==> config.mk <==
export PLATFORM = sky130hd
export DESIGN_NAME = axi4_lite_cmd_queue
export DESIGN_NICKNAME = d
export VERILOG_FILES = /design/src/rtl/axi4_lite_cmd_queue.sv
export SDC_FILE = /design/constraint.sdc
export NUM_CORES = 1
export LEC_CHECK = 0
export CAP_MARGIN = 10
export CELL_PAD_IN_SITES_DETAIL_PLACEMENT = 0
export CELL_PAD_IN_SITES_GLOBAL_PLACEMENT = 1
export CORE_ASPECT_RATIO = 1.75
export CORE_MARGIN = 1.5
export CORE_UTILIZATION = 39
export CTS_BUF_LIST = sky130_fd_sc_hd__clkbuf_4 sky130_fd_sc_hd__clkbuf_8 sky130_fd_sc_hd__clkbuf_16
export DETAILED_ROUTE_END_ITERATION = 10
export PLACE_DENSITY = 0.81
export SLEW_MARGIN = 20
export SYNTH_ARGS = -nofsm -noshare
export SYNTH_HDL_FRONTEND = slang
export SYNTH_SLANG_ARGS = --single-unit
==> constraint.sdc <==
create_clock -name clk -period 2.8 [get_ports clk]
set_clock_uncertainty 0.05 [all_clocks]
set_input_delay 0.42 -clock clk [delete_from_list [all_inputs] [get_ports clk]]
set_output_delay 0.42 -clock clk [all_outputs]
set_load 0.005 [all_outputs]
==> src/rtl/axi4_lite_cmd_queue.sv <==
// axi4_lite_cmd_queue: FIFO-buffered command sequencer keeping one AXI4-Lite transaction in flight.
// Define AXI_CMDQ_STATS_EN to build the saturating write/read/error response counters.
module axi4_lite_cmd_queue #(
   parameter int ADDR_WIDTH  = 32,
   parameter int DATA_WIDTH  = 32,
   parameter int STROB_WIDTH = 4,
   parameter int DEPTH       = 4
) (
   input  logic                      clk,
   input  logic                      reset,
   input  logic                      cmd_valid,
   output logic                      cmd_ready,
   input  logic                      cmd_write,
   input  logic [ADDR_WIDTH-1:0]     cmd_addr,
   input  logic [DATA_WIDTH-1:0]     cmd_wdata,
   input  logic [STROB_WIDTH-1:0]    cmd_strb,
   output logic                      rsp_valid,
   input  logic                      rsp_ready,
   output logic                      rsp_write,
   output logic [DATA_WIDTH-1:0]     rsp_rdata,
   output logic [1:0]                rsp_resp,
   output logic                      write_en,
   output logic                      read_en,
   output logic [ADDR_WIDTH-1:0]     write_addr_in,
   output logic [ADDR_WIDTH-1:0]     read_addr_in,
   output logic [DATA_WIDTH-1:0]     write_data_in,
   output logic [STROB_WIDTH-1:0]    strobe_in,
   input  logic [DATA_WIDTH-1:0]     read_data_out,
   input  logic [1:0]                write_response_out,
   input  logic [1:0]                read_response_out,
   input  logic                      write_done,
   input  logic                      read_done,
   output logic [$clog2(DEPTH):0]    fifo_count,
   output logic                      busy,
   output logic [15:0]               stat_wr,
   output logic [15:0]               stat_rd,
   output logic [15:0]               stat_err
);
   localparam int PW = $clog2(DEPTH);
   typedef enum logic [1:0] {IDLE, ISSUE, WAIT, RESP} state_t;
   state_t r_state, w_next;
   logic                   r_fifo_write [DEPTH];
   logic [ADDR_WIDTH-1:0]  r_fifo_addr  [DEPTH];
   logic [DATA_WIDTH-1:0]  r_fifo_wdata [DEPTH];
   logic [STROB_WIDTH-1:0] r_fifo_strb  [DEPTH];
   logic [PW-1:0]          r_wptr, r_rptr;
   logic [PW:0]            r_count;
   logic                   r_write;
   logic [ADDR_WIDTH-1:0]  r_addr;
   logic [DATA_WIDTH-1:0]  r_wdata, r_rdata;
   logic [STROB_WIDTH-1:0] r_strb;
   logic [1:0]             r_resp;
   logic                   w_push, w_pop, w_done, w_rsp_hs;
   // cmd_ready depends only on the registered count, never on this cycle's pop
   assign cmd_ready = r_count != (PW+1)'(DEPTH);
   assign w_push    = cmd_valid & cmd_ready;
   assign w_pop     = (r_state == IDLE) & (r_count != '0) & ~rsp_valid;
   assign w_done    = r_write ? write_done : read_done;
   assign w_rsp_hs  = rsp_valid & rsp_ready;
   always_ff @(posedge clk) begin
      if (w_push) begin
         r_fifo_write[r_wptr] <= cmd_write;
         r_fifo_addr[r_wptr]  <= cmd_addr;
         r_fifo_wdata[r_wptr] <= cmd_wdata;
         r_fifo_strb[r_wptr]  <= cmd_strb;
      end
   end
   always_ff @(posedge clk) begin
      if (reset) begin
         r_wptr  <= '0;
         r_rptr  <= '0;
         r_count <= '0;
      end else begin
         r_wptr  <= w_push ? r_wptr + 1'b1 : r_wptr;
         r_rptr  <= w_pop ? r_rptr + 1'b1 : r_rptr;
         r_count <= r_count + (PW+1)'(w_push) - (PW+1)'(w_pop);
      end
   end
   always_ff @(posedge clk) begin
      if (reset) r_state <= IDLE;
      else r_state <= w_next;
   end
   always_comb begin
      w_next = r_state;
      case (r_state)
         IDLE:    w_next = w_pop ? ISSUE : IDLE;
         ISSUE:   w_next = WAIT;
         WAIT:    w_next = w_done ? RESP : WAIT;
         RESP:    w_next = rsp_ready ? IDLE : RESP;
         default: w_next = IDLE;
      endcase
   end
   always_ff @(posedge clk) begin
      if (reset) begin
         r_write <= 1'b0;
         r_addr  <= '0;
         r_wdata <= '0;
         r_strb  <= '0;
         r_rdata <= '0;
         r_resp  <= '0;
      end else begin
         if (w_pop) begin
            r_write <= r_fifo_write[r_rptr];
            r_addr  <= r_fifo_addr[r_rptr];
            r_wdata <= r_fifo_wdata[r_rptr];
            r_strb  <= r_fifo_strb[r_rptr];
         end
         if (r_state == WAIT && w_done) begin
            r_rdata <= r_write ? '0 : read_data_out;
            r_resp  <= r_write ? write_response_out : read_response_out;
         end
      end
   end
   assign write_en      = (r_state == ISSUE) & r_write;
   assign read_en       = (r_state == ISSUE) & ~r_write;
   assign write_addr_in = r_addr;
   assign read_addr_in  = r_addr;
   assign write_data_in = r_wdata;
   assign strobe_in     = r_strb;
   assign rsp_valid     = r_state == RESP;
   assign rsp_write     = r_write;
   assign rsp_rdata     = r_rdata;
   assign rsp_resp      = r_resp;
   assign fifo_count    = r_count;
   assign busy          = (r_state != IDLE) | (r_count != '0);
`ifdef AXI_CMDQ_STATS_EN
   logic [15:0] r_stat_wr, r_stat_rd, r_stat_err;
   always_ff @(posedge clk) begin
      if (reset) begin
         r_stat_wr  <= '0;
         r_stat_rd  <= '0;
         r_stat_err <= '0;
      end else if (w_rsp_hs) begin
         r_stat_wr  <= (r_write && r_stat_wr != 16'hFFFF) ? r_stat_wr + 1'b1 : r_stat_wr;
         r_stat_rd  <= (!r_write && r_stat_rd != 16'hFFFF) ? r_stat_rd + 1'b1 : r_stat_rd;
         r_stat_err <= (r_resp != 2'b00 && r_stat_err != 16'hFFFF) ? r_stat_err + 1'b1 : r_stat_err;
      end
   end
   assign stat_wr  = r_stat_wr;
   assign stat_rd  = r_stat_rd;
   assign stat_err = r_stat_err;
`else
   assign stat_wr  = '0;
   assign stat_rd  = '0;
   assign stat_err = '0;
`endif
endmodule
Run 1, gate-type map:
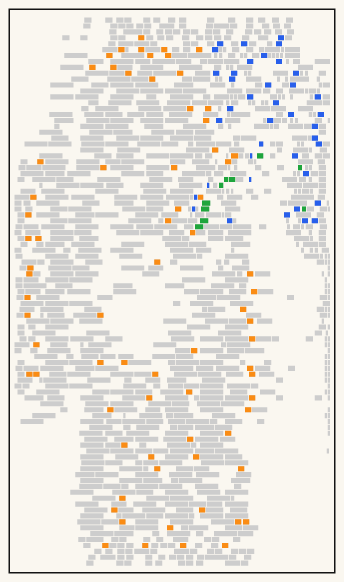
legend:
  blue:
    family: nand cells
    cells: 39
    most_used: nand4b_1
    where: north-east
  green:
    family: and/or cells
    cells: 10
    most_used: and3_4
  orange:
    family: non-inverting ao/oa cells
    cells: 73
    most_used: a22o_1
    where: spread over the die

Run 1, signal wires on met2:
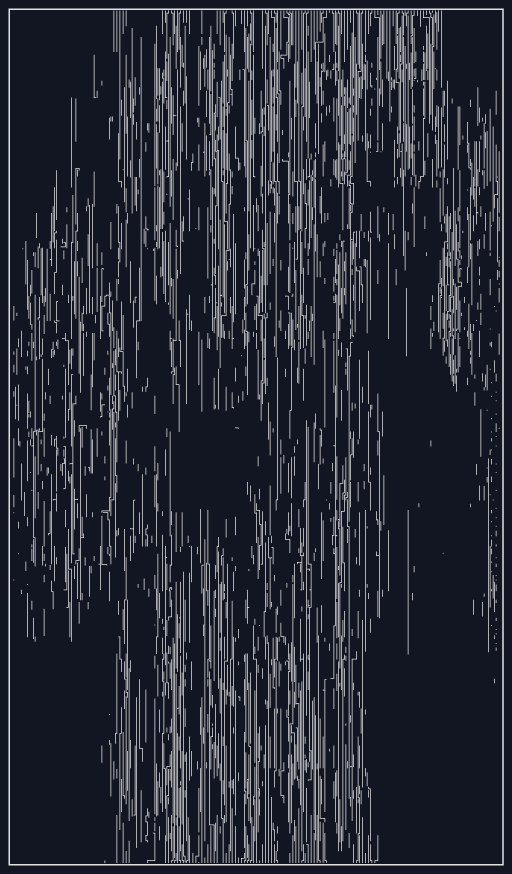
wire length on this layer: 17,700 µm
share of all routed wire: 55%
main direction: vertical
nets with wire on the layer: 1,060
longest straight run: 91.5 µm
global-route met2 utilization: 30.6%
total wirelength of the detailed-routed design: 31.9 mm

==> run_results.csv, run 1 <==
group,metric,value,unit
yosys,ys_area,14600,µm²
timing,layout_worst_path_cycle_share,89.1,%
route,routed_wire_length_per_instance,20.6,µm
timing,postLayoutSetupSlackWorst,304,ps
cells_and_area,count_of_multi_input_combinational_gates,337,
power,leakage,6.17,nW
cells_and_area,finalCoreUtilization,50.3,%
floorplanning,horizontal_die_size,149,µm
yosys,yosys-stat-cells,822,
timing,timing.fmax,0.401,GHz
power,power_combinational,4.96,mW
outcome,run_status,"complete, no violations",
grt,groute.usage.overall,16.2,%
yosys,yosysSeqAreaShare,72.1,%
critical_path,regToRegSetupSlack,400,ps
floorplanning,die_ar,38700,µm²
critical_path,worst_path_arrival,2030,ps
critical_path,critical_path_buf_inv_count,2,
power,seq_power_share,44.2,%
clock_tree,clock_path_buffers,3,
critical_path,cp_cell_sequence,"or3b_1, buf_4, clkdlybuf4s50_1",
cells_and_area,layout_cell_share_with_drive_strength_beyond_1,15.6,%
cells_and_area,layout-area-overhead-vs-synth,27.0,%
critical_path,critPathMaxFanout,9,
clock_tree,cts_made_buffers,35,
power,fin_total_pwr,17.7,mW
yosys,topCombFamilyByArea,"multiplexers",
route,detailedRoute.firstIterationViolations,428,
cells_and_area,largest_registers,"r_fifo_addr: 128 flops, r_fifo_wdata: 128 flops",
route,detail_route.vias_per_cell,5.06,
yosys,yosysTopAreaCellShare,56.8,%
route,via_count,7824,
floorplanning,die-height,259,µm
cells_and_area,layout.cells.non_filler,1546,
clock_tree,sinks_on_clock_net,388,
timing,finalHoldWorstSlack,420,ps
flow_run,maxCapViolations,0,
grt,grt_first_pass_wirelength,46.8,mm
hold_path,hold_depth,2,
critical_path,crit_start,"fifo_count[2]$_SDFF_PP0_",
placement,port_buffers,253,
yosys,synth_top_cell_by_count,"sky130_fd_sc_hd__edfxtp_1",
yosys,post_synth_most_frequent_cells,"sky130_fd_sc_hd__edfxtp_1 (276), sky130_fd_sc_hd__dfxtp_1 (112), sky130_fd_sc_hd__buf_4 (82), sky130_fd_sc_hd__a22o_1 (69), sky130_fd_sc_hd__mux4_2 (69)",
hold_path,worst_hold_endpoint,"rsp_rdata[11]$_SDFFE_PP0P_",
placement,hpwl,20.3,mm
placement,postPlaceCellArea,17300,µm²
yosys,number_of_enable_flip_flop_cells,276,
yosys,postSynth.asyncResetShare,0,%
grt,number_of_global_route_vias_before_repair,7930,
critical_path,critical-path-slowest-cell,"sky130_fd_sc_hd__clkdlybuf4s50_1",
grt,maximum_number_of_pins_on_one_net_before_global_route_repair,70,
power,power.combinational.fraction,28.0,%
route,topRoutingLayerUsed,"met5",
hold_path,critical_hold_path_startpoint,"rsp_rdata[11]$_SDFFE_PP0P_",
timing,timing.final.setup_violations,0,
cells_and_area,layout_top_cell,"sky130_fd_sc_hd__edfxtp_1",
clock_tree,postCtsResizedCells,0,
clock_tree,cts_root_buf,"sky130_fd_sc_hd__clkbuf_16",
power,p_seq,7.82,mW
grt,grt_overflow,0,
yosys,yosys.area_share.adder,0.651,%
yosys,synthesis.area,14600,µm²
yosys,yosys_warnings,0,
cells_and_area,final.signal_buffer_count,276,
cells_and_area,seqAreaFraction,56.8,%
critical_path,crit_family,"buffers and inverters",
critical_path,setup.worst_path.class,"flip-flop to output port",
timing,setup_total_negative_slack,0,ps
cells_and_area,biggest_area_class,"sequential cells",
yosys,ys_types,43,
yosys,synthTopCellsByArea,"sky130_fd_sc_hd__edfxtp_1 (57%), sky130_fd_sc_hd__dfxtp_1 (15%), sky130_fd_sc_hd__mux4_2 (11%), sky130_fd_sc_hd__buf_4 (4.2%), sky130_fd_sc_hd__a22o_1 (4.1%)",
yosys,synthAoiAreaFrac,7.12,%
clock_tree,clk_pin_slew,60,ps
yosys,synthDominantAreaCellType,"sky130_fd_sc_hd__edfxtp_1",
flow_run,total_number_of_warnings_across_the_stage_logs,29,
cells_and_area,final_layout_top_logic_cells,"sky130_fd_sc_hd__edfxtp_1 (276), sky130_fd_sc_hd__clkdlybuf4s50_1 (252), sky130_fd_sc_hd__dfxtp_1 (110), sky130_fd_sc_hd__mux4_2 (69), sky130_fd_sc_hd__a22o_1 (69)",
power,clock_power,4.92,mW
placement,placedCellCount,1482,
critical_path,timing.critical_path.required,2330,ps
clock_tree,clkLatencyLatePin,520,ps
power,power.switching,4.75,mW
floorplanning,core-area,36900,µm²
clock_tree,cts_setup_buffers,0,
Run 1, routing congestion map:
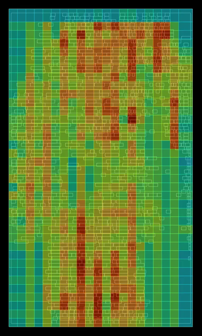
gr busiest metal: met2
met3 layer usage reported by global route: 2.57%

Run 1, signal wires by layer:
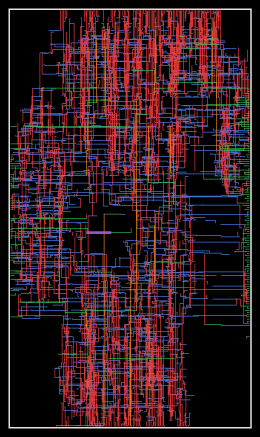

--- run 2 (diff from run 1) ---
- RECOVER_POWER: default -> 25
Run 2, signal wires by layer:
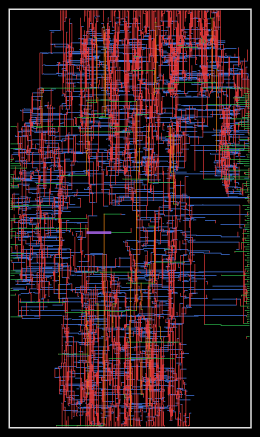
legend:
  orange:
    layer: M4
    wire_length: 1,150 µm
  blue:
    layer: M1
    wire_length: 11,800 µm
  red:
    layer: M2
    wire_length: 17,500 µm
  green:
    layer: M3
    wire_length: 1,390 µm
  purple:
    layer: M5
    wire_length: 13.8 µm
routed via count: 7,841
wire per inst: 20.6 µm
total wirelength of the detailed-routed design: 31.9 mm
global-route usage over all layers: 16.2%

Run 2, cell area per tile:
15 x 26 tiles, from white (low) to dark blue (high), 0 to 100% covered.
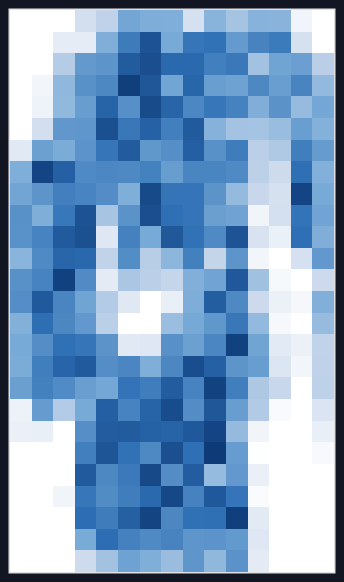
tiles over 75% full: 16%
emptiest ninth of the die: south-east
nearly empty tiles: 15%
mean over tiles: 46%
fullest tile: 96%
core area: 36,900 µm²
final standard cell utilization of the core: 50.3%
effective utilization at floorplan: 39.6%

Run 2, routing congestion map:
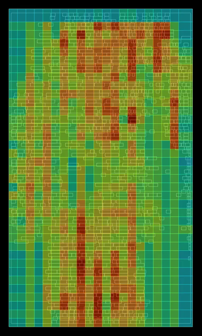
fraction of met1 tracks used by global routing: 17.6%

==> run 2 against run 1 <==
Net effect:
- clock power hardly changed
- critical path depth stayed put
- die size is the same
- synthesized cell count did not move
- sequential share of layout area is the same
- core utilization unchanged
- final area is the same
- critical path type unchanged
- largest power group unchanged
==> run_results.csv, run 2 <==
group,metric,value,unit
grt,grt_overflow,0,
floorplanning,die_ar,38700,µm²
cells_and_area,layout-area-overhead-vs-synth,27.0,%
grt,gr_busiest_metal,"met2",
hold_path,worst_hold_endpoint,"rsp_rdata[11]$_SDFFE_PP0P_",
clock_tree,cts_setup_buffers,0,
yosys,number_of_enable_flip_flop_cells,276,
placement,placedCellCount,1482,
timing,setup_total_negative_slack,0,ps
clock_tree,clock_path_buffers,3,
flow_run,maxCapViolations,0,
grt,number_of_global_route_vias_before_repair,7930,
floorplanning,horizontal_die_size,149,µm
grt,maximum_number_of_pins_on_one_net_before_global_route_repair,70,
clock_tree,cts_made_buffers,35,
grt,global_route.usage.met2,30.6,%
route,detail_route.vias_per_cell,5.07,
route,topRoutingLayerUsed,"met5",
timing,finalHoldWorstSlack,420,ps
yosys,synthAoiAreaFrac,7.12,%
power,power.switching,4.75,mW
grt,grt_first_pass_wirelength,46.8,mm
cells_and_area,biggest_area_class,"sequential cells",
placement,port_buffers,253,
yosys,yosys.area_share.adder,0.651,%
cells_and_area,seqAreaFraction,56.8,%
floorplanning,die-height,259,µm
cells_and_area,layout.cells.non_filler,1546,
power,leakage,6.18,nW
grt,met3_usage,2.57,%
critical_path,cp_cell_sequence,"or3b_1, buf_4, clkdlybuf4s50_1",
yosys,yosys_warnings,0,
yosys,synthesis.area,14600,µm²
cells_and_area,count_of_multi_input_combinational_gates,337,
placement,postPlaceCellArea,17300,µm²
critical_path,critical-path-slowest-cell,"sky130_fd_sc_hd__clkdlybuf4s50_1",
cells_and_area,layout_top_cell,"sky130_fd_sc_hd__edfxtp_1",
flow_run,total_number_of_warnings_across_the_stage_logs,29,
yosys,ys_types,43,
power,clock_power,4.92,mW
timing,layout_worst_path_cycle_share,89.0,%
yosys,ys_area,14600,µm²
outcome,run_status,"complete, no violations",
power,power.combinational.fraction,27.9,%
yosys,topCombFamilyByArea,"multiplexers",
No activity file was given, so power comes from the tool's default toggle rates.
